==> images/congestion_map.png <==
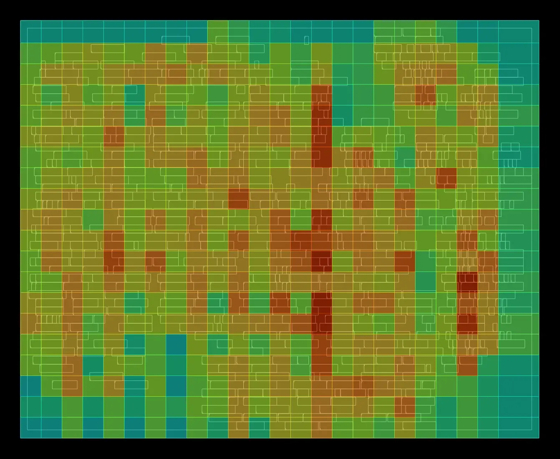
==> images/m3.png <==
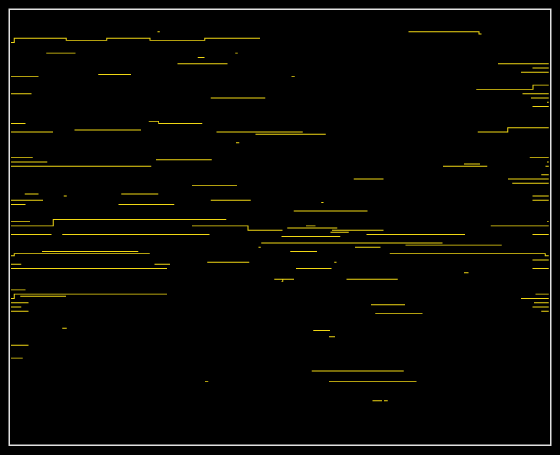
Design pixel_write_queue, sky130hd; sources not shown.
==> notes.md <==
Notes on the physical implementation.

- The run finished with clean final reports.
- The number of antenna violations at the first check in global routing is 1.
- Setup slack closes at 744 ps.
- Per the repair_timing log after CTS, setup buffers inserted total 0.
- The count of cells along the worst hold path is 1, for reference.
- The static leakage power is 4.45 nW, for reference.
- Broken down by cell family, the worst path's largest delay share belongs to multiplexers.
- The standard-cell row count is roughly 50, for reference.
- The average wire per standard cell is 22.3 microns, for reference.
- The floorplan report gives the top-level pin count as 78.
- The flop-to-flop setup slack is 740 ps, for reference.
- The summed instance area of the synthesized netlist is approximately 0.011 sq mm, for reference.
- Per the OpenROAD floorplan log, the area of the core is 0.0223 sq mm.
- Logic depth along the worst register-to-register path is recorded as 11.
- The slew check shows that the tightest pin keeps a relative margin of 31.8%.
- In the synthesis report, Yosys lists the chip area as 0.0113 sq mm.
- The run reported a max-capacitance violation count of 0.
- Counting stages on the worst path, the most repeated cell is sky130_fd_sc_hd__ha_1.
- TritonCTS built the clock tree.
- The first-pass GRT wire length is 33.4 mm, for reference.
- The final report gives the core utilization as a little under three fifths.
- The number of global-route vias before repair is 5738, for reference.
- After the last flow step, the layout net total stands at 700.
- The report puts the hold buffer count at CTS at 0.
- The stage-log warning count is 27, for reference.
- The report lists the cells along the critical path as buf_4 -> mux4_2 -> mux2_2 -> ha_1 -> ha_1 -> o21a_1 -> a211oi_2 -> o21bai_1 -> o22a_1 -> mux2i_1 -> o211ai_1.
- The post-route fraction of the period consumed by the critical path is a little over four fifths, for reference.
- The number of flip-flops under the largest register name is approximately 220, for reference.
- The violation tally from detailed-route iteration zero is 433, for reference.
- The depth of the CTS H-tree is 1, for reference.
- Among all stages on the critical path, the maximum delay recorded is 650 ps.
- The post-detailed-route count of antenna-violating nets is 0, for reference.
- Counting distinct cell types in the post-synthesis netlist gives 48.
- For reference, the post-synthesis area per instance comes to 18.4 sq um.
- The commonest cells after synthesis are 224 x sky130_fd_sc_hd__edfxtp_1, 56 x sky130_fd_sc_hd__mux4_2, 54 x sky130_fd_sc_hd__dfrtp_1, 52 x sky130_fd_sc_hd__nand2_1, 28 x sky130_fd_sc_hd__o21ai_0.
- Per the post-synthesis report, the nets total 676.
- The quantity of gates resized following cts is 0, for reference.
- The most frequent cell after synthesis is sky130_fd_sc_hd__edfxtp_1, for reference.
- The final layout reports a setup TNS of 0 ps.
Notes on congestion_map.png above:
most used routing layer in global routing: met2
Global Route met3 Usage: 4.22%
met1 track demand over resource: 26.5%
GR Layer Usage met2: 30.0%
total global routing track utilization: 19.3%

Notes on m3.png above:
main direction: horizontal
share of all routed wire: 6.8%
longest straight run: 57.5 microns
nets with wire on the layer: 75
wire length on this layer: 1460 microns
total number of vias: 5518
WL final: 21.6 mm

-- power by group --
part | leakage, nW | switching (mW) | internal (mW)
Sequential | 2.69 | 1.35 | 2.94
Combinational | 1.32 | 1.51 | 1.45
Clock | 0.451 | 0.931 | 1.31
Total | 4.45 | 3.78 | 5.69
-- logic make-up (layout without fill, tap and decap cells) --
group / Yosys count / in the layout / share of synthesized area, %
AOI/OAI and AO/OA: 53 / 53 / 2.88
buffers and inverters: 40 / 86 / 1.70
DFF: 278 / 278 / 71.4
xor gates and xnor gates: 30 / 30 / 2.32
and+or+nand+nor: 98 / 98 / 4.16
adders and majority gates: 28 / 28 / 3.30
muxes: 89 / 89 / 14.2
-- layer usage --
layer / share of wire, % / GRT usage [%] / routed length (microns) / vias to the layer above
met4: 2.1 / 4.42 / 454 / 0
met2: 48 / 30.0 / 10300 / 163
met1: 43 / 26.5 / 9360 / 2876
met3: 6.7 / 4.22 / 1460 / 28
li1: - / - / - / 2451
met5: 0 / - / 0 / -
-- final cells by class --
cell class	count	area, sq um
fillers	1702	9560
flip-flops and latches	278	8080
inverters	16	60.1
well taps	306	383
multi-input cells	298	3100
clock inverters	15	194
clock buffers	37	754
repair buffers	18	185
-- worst reg2reg max path: cells and delay by family, from the launching register on --
| kind | cells | cell delay [ps] |
|---|---|---|
| AND-OR/OR-AND | 5 | 850 |
| adder cells (fa/ha/maj) | 2 | 670 |
| buffers and inverters | 1 | 400 |
| flip-flops | 1 | 650 |
| multiplexers | 3 | 1050 |
Power and IR drop assume default switching activity.
